### src/rtl/ws2812_pkg.sv
// Shared types and defaults for the UART-to-WS2812 receive path.
package ws2812_pkg;

    typedef enum logic [2:0] {
        FR_IDLE    = 3'd0,
        FR_LEN     = 3'd1,
        FR_DATA    = 3'd2,
        FR_COMMIT  = 3'd3,
        FR_DISCARD = 3'd4
    } frame_state_e;

    localparam logic [7:0]  SOF_BYTE       = 8'h01;
    localparam int unsigned TIMEOUT_CYCLES = 100000;

endpackage

### src/rtl/rx_timeout.sv
// Inter-byte silence counter; saturates at the limit and flags expiry while there.
module rx_timeout
    import ws2812_pkg::*;
#(
    parameter int unsigned timeout_cycles = TIMEOUT_CYCLES
) (
    input  logic clk,
    input  logic reset,
    input  logic clear,
    output logic expired
);

    localparam int unsigned       CW    = $clog2(timeout_cycles + 1);
    localparam logic [CW-1:0]     LIMIT = CW'(timeout_cycles);

    logic [CW-1:0] cnt_q;
    logic [CW-1:0] cnt_d;

    always_comb begin
        cnt_d = cnt_q;
        if (clear) begin
            cnt_d = '0;
        end else if (cnt_q != LIMIT) begin
            cnt_d = cnt_q + CW'(1);
        end
    end

    always_ff @(posedge clk) begin
        if (reset) begin
            cnt_q <= '0;
        end else begin
            cnt_q <= cnt_d;
        end
    end

    assign expired = (cnt_q == LIMIT);

endmodule

### src/rtl/frame_recv.sv
// Parses SOF/length/payload frames from the UART byte stream into the pixel
// buffer and hands completed frames to the send sequencer.
module frame_recv
    import ws2812_pkg::*;
#(
    parameter int unsigned addr_size      = 8,
    parameter int unsigned timeout_cycles = TIMEOUT_CYCLES,
    parameter logic [7:0]  sof_byte       = SOF_BYTE
) (
    input  logic                 clk,
    input  logic                 reset,
    input  logic [7:0]           rx_data,
    input  logic                 rx_valid,
    input  logic                 send_done,
    output logic                 wr_en,
    output logic [addr_size-1:0] wr_addr,
    output logic [7:0]           wr_data,
    output logic [addr_size-1:0] length,
    output logic                 trigger,
    output logic                 busy,
    output logic                 err_timeout,
    output logic                 err_overrun
);

    frame_state_e         state_q, state_d;
    logic [addr_size-1:0] len_q, len_d;
    logic [addr_size-1:0] cnt_q, cnt_d;
    logic                 wr_en_q, wr_en_d;
    logic [addr_size-1:0] wr_addr_q, wr_addr_d;
    logic [7:0]           wr_data_q, wr_data_d;
    logic [addr_size-1:0] length_q, length_d;
    logic                 trigger_q, trigger_d;
    logic                 err_timeout_q, err_timeout_d;
    logic                 err_overrun_q, err_overrun_d;
    logic                 tmo_clear;
    logic                 tmo_expired;

    // Idle/commit hold the counter at zero so a fresh frame always starts with a full window.
    assign tmo_clear = rx_valid || (state_q == FR_IDLE) || (state_q == FR_COMMIT);

    rx_timeout #(
        .timeout_cycles(timeout_cycles)
    ) u_rx_timeout (
        .clk    (clk),
        .reset  (reset),
        .clear  (tmo_clear),
        .expired(tmo_expired)
    );

    always_ff @(posedge clk) begin
        if (reset) begin
            state_q <= FR_IDLE;
        end else begin
            state_q <= state_d;
        end
    end

    // A byte arriving on the same cycle as expiry still counts, so the full window is usable.
    always_comb begin
        state_d       = state_q;
        len_d         = len_q;
        cnt_d         = cnt_q;
        wr_en_d       = 1'b0;
        wr_addr_d     = wr_addr_q;
        wr_data_d     = wr_data_q;
        length_d      = length_q;
        trigger_d     = 1'b0;
        err_timeout_d = 1'b0;
        err_overrun_d = 1'b0;
        case (state_q)
            FR_IDLE: begin
                if (rx_valid && (rx_data == sof_byte)) begin
                    if (send_done) begin
                        state_d = FR_LEN;
                    end else begin
                        state_d       = FR_DISCARD;
                        err_overrun_d = 1'b1;
                    end
                end
            end
            FR_LEN: begin
                if (rx_valid) begin
                    len_d   = addr_size'(rx_data);
                    cnt_d   = '0;
                    state_d = FR_DATA;
                end else if (tmo_expired) begin
                    state_d       = FR_IDLE;
                    err_timeout_d = 1'b1;
                end
            end
            FR_DATA: begin
                if (rx_valid) begin
                    wr_en_d   = 1'b1;
                    wr_addr_d = cnt_q;
                    wr_data_d = rx_data;
                    if (cnt_q == len_q) begin
                        state_d = FR_COMMIT;
                    end else begin
                        cnt_d = cnt_q + addr_size'(1);
                    end
                end else if (tmo_expired) begin
                    state_d       = FR_IDLE;
                    err_timeout_d = 1'b1;
                end
            end
            FR_COMMIT: begin
                length_d  = len_q;
                trigger_d = 1'b1;
                state_d   = FR_IDLE;
            end
            FR_DISCARD: begin
                if (!rx_valid && tmo_expired) begin
                    state_d = FR_IDLE;
                end
            end
            default: begin
                state_d = FR_IDLE;
            end
        endcase
    end

    always_ff @(posedge clk) begin
        if (reset) begin
            len_q         <= '0;
            cnt_q         <= '0;
            wr_en_q       <= 1'b0;
            wr_addr_q     <= '0;
            wr_data_q     <= '0;
            length_q      <= '0;
            trigger_q     <= 1'b0;
            err_timeout_q <= 1'b0;
            err_overrun_q <= 1'b0;
        end else begin
            len_q         <= len_d;
            cnt_q         <= cnt_d;
            wr_en_q       <= wr_en_d;
            wr_addr_q     <= wr_addr_d;
            wr_data_q     <= wr_data_d;
            length_q      <= length_d;
            trigger_q     <= trigger_d;
            err_timeout_q <= err_timeout_d;
            err_overrun_q <= err_overrun_d;
        end
    end

    assign wr_en       = wr_en_q;
    assign wr_addr     = wr_addr_q;
    assign wr_data     = wr_data_q;
    assign length      = length_q;
    assign trigger     = trigger_q;
    assign err_timeout = err_timeout_q;
    assign err_overrun = err_overrun_q;
    assign busy        = (state_q != FR_IDLE);

endmodule

### config.mk
export PLATFORM = sky130hd
export DESIGN_NAME = frame_recv
export DESIGN_NICKNAME = d
export VERILOG_FILES = /design/src/rtl/ws2812_pkg.sv /design/src/rtl/rx_timeout.sv /design/src/rtl/frame_recv.sv
export SDC_FILE = /design/constraint.sdc
export NUM_CORES = 1
export LEC_CHECK = 0
export CAP_MARGIN = 20
export CORE_MARGIN = 2
export CORE_UTILIZATION = 34
export DETAILED_ROUTE_END_ITERATION = 16
export PLACE_DENSITY = 0.58
export SLEW_MARGIN = 0
export SYNTH_ARGS = -nofsm -noshare
export SYNTH_HDL_FRONTEND = slang
export SYNTH_SLANG_ARGS = --single-unit
### constraint.sdc
create_clock -name clk -period 4.6 [get_ports clk]
set_input_delay 0.92 -clock clk [delete_from_list [all_inputs] [get_ports clk]]
set_output_delay 0.92 -clock clk [all_outputs]
set_load 0.01 [all_outputs]
Figure 1. Clock nets.
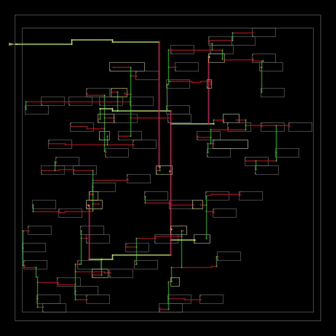
clock sinks: 64
clk_buf instances: 10
Late-Pin Clk Latency: 350 ps
clk_skew: 9.441 ps

Figure 2. Sequential cells grouped by signal name.
The bar under the picture is 20 um long. Other sequential cells in the stronger gray, the rest of the logic in the fainter gray.
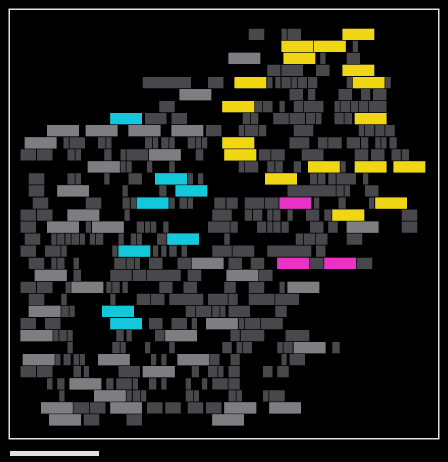
- cyan: len_q (placed flops 8)
- magenta: state_q (placed flops 3)
- yellow: u_rx_timeout.cnt_q (placed flops 17)
- not colored: 36
register area: 1281 um2
Seq group: 0.000554 W
final core utilization: 43.32%
Seq/total area: 35.82%

Figure 3. Ports around the boundary.
Pins as bars across the die edge, other pins in gray.
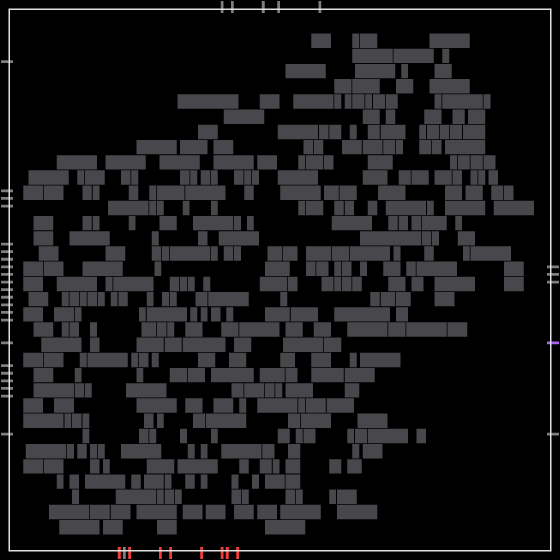
- purple: rx_valid (pins 1; direction input; edge east)
- red: wr_addr (pins 8; direction output; edge south)

==> reports/results.txt <==
Run status = completed
Met3 Track Usage GR = 4.191%
Post-Synthesis Cells = 337
GP Congestion = 0.8431
Final hold vios = 0
IO Pins = 41
Post-Layout Cell Count = 482
Maximum fanout along the worst path = 18
# fillers = 842
Register area share after synthesis = 43.93%
Clock network fraction of design power = 48.0%
TritonCTS buffer count = 9
Critical path buffers and inverters = 1
Most frequent cells in the layout = nand2_1 (75), dfxtp_1 (64), a21oi_1 (40)
Mux cell area share = 2.917%
Switching part of the total = 22.09%
Adder Area Share = 1.287%
Tool warnings = 27
Synth Net Count = 352
Logic cell area = 1519 um2
Worst setup margin = 1806 ps
Final-stage net count = 387
# hold bufs at CTS = 0
Post-Synthesis Cell Area = 2917 um2
Highest metal used = met4
P_comb = 0.0000287 W
Post_cts resized = 0
Hold-critical path depth = 2
Pwr dens = 313.5 nW/um2
Non-CTS buffers = 40
Post-CTS Setup Repair Bufs = 0
XOR Share, Synth = 6.306%
Reg2reg setup slack = 2580 ps
Port buffer count = 40
Fmax = 357.9 MHz
End point of the critical path = cnt_q[0]$_SDFFE_PP0P_
Synth cell types = 51
Worst Tran Pin Value = 896.3 ps
CP arrival = 3030 ps
Post-synthesis async set-or-reset flop share = 0%
Worst hold margin = 457.9 ps
Leakage power = 1.151 nW
Synth logic family = simple AND/OR/NAND/NOR gates
Count leader, synth = nand2_1
Reg clk slew, reported paths = 70 ps
Via density = 5.114
Root buf cell = clkbuf_8
Flop count = 64
Yosys warning total = 0
CTS Buffer Depth = 2
Cycle use final = 60.74%
Top cells, area = dfxtp_1 (44%), nand2_1 (9.7%), a21oi_1 (6.9%)
Vias in the first global route = 2259
Gr usage total = 14.73%
Final worst path period need = 2794 ps
Largest net degree at the start of global routing = 52
Core box area = 8258 um2
Internal power = 0.0008736 W
Power after layout = 0.001121 W
Peak supply drop = 0.1390 mV
NetSw = 0.0002477 W
Post-DP HPWL = 4552 um
Met3 wire len = 293 um
Setup tns final = 0 ps
Clk tree area frac = 6.156%
Most Used Layer, Global Route = met2
# Cells Yosys = 337
Final Slew Violations = 0
Sequential share of power = 49.4%
Largest Register = u_rx_timeout.cnt_q
Placement Setup Slack = 1415 ps
Leading cell kind = multi-input combinational cells
First-pass GRT wire length = 11210 um
Inverters = 8
Clk power = 0.000539 W
Final setup violation count = 0
CP Launch Type = primary input
Worst R2R Start = state_q[1]$_SDFFE_PP0P_
Std-Cell Rows = 33
DR iter-0 viols = 137
P&R area growth vs syn = 22.65%
Yosys aoi share = 12.40%
Top cells by count, synth = nand2_1 (75), dfxtp_1 (64), a21oi_1 (40)
Logic pwr share = 2.6%
# diodes = 0
Top Consumer = sequential cells
Critical Path RT = 4840 ps
Fraction of cell area in non-clock buffers = 11.05%
Die Wd = 96.62 um
Hold_sp = wr_addr[4]$_SDFFE_PP0P_
Simple share = 29.17%
CTS HTree Levels = 3
Max-area cell share = 43.93%
RSZ-0062 raised after global routing = no
Slew HR = 40.25%
Met1 Usage GRT = 20.74%
Avg Inst Size Synth = 8.654 um2
Number of remaining DRC errors = 0
Post-route cell area = 3577 um2
Die height = 96.62 um
TritonCTS clock tree = yes
GRT overflow = 0
Setup crit end kind = flip-flop
Largest stage delay, worst path = 730 ps
Crit path max-delay family = simple AND/OR/NAND/NOR gates
Num tapcells = 105
Post-placement cell count = 466
Worst min-delay path category = flip-flop to flip-flop
Post-synth EDFFs = 0
Figure 4. Gate-type map.
The bar under the picture is 20 um long.
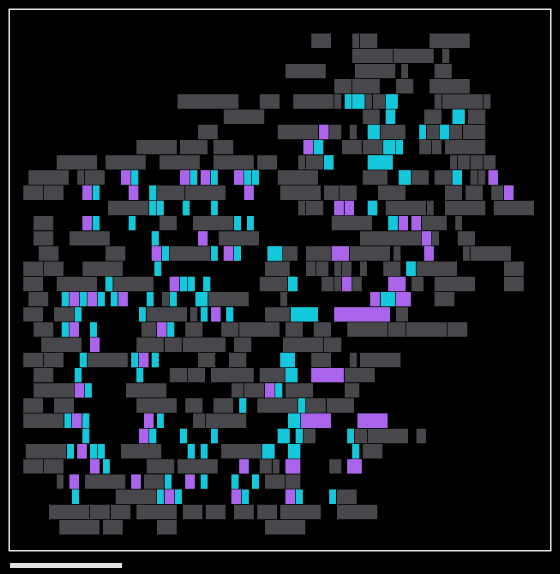
- purple: aoi and oai cells (cells 55; most used a21oi_1)
- cyan: nand cells (cells 101; most used nand2_1)

Figure 5. Routed metal, one color a layer.
Only two layers are drawn.
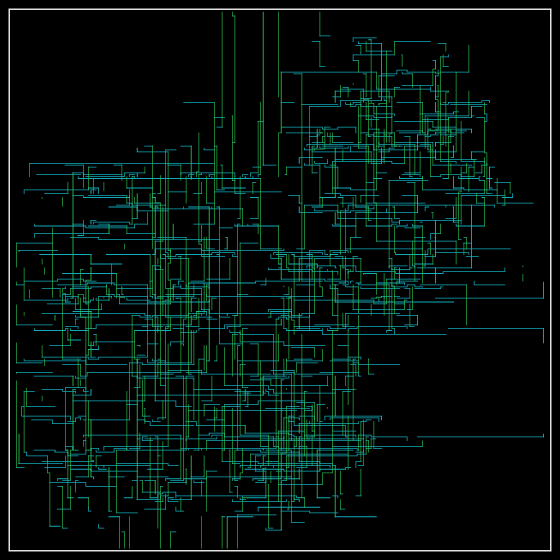
- green: M2 (wire length 2890 um)
- cyan: M1 (wire length 3420 um)
DRT Wirelength: 6723 um
total number of vias: 2465
Wirelength per Cell: 13.95 um

Power figures rest on the tool's default switching activity, not on a simulated workload.
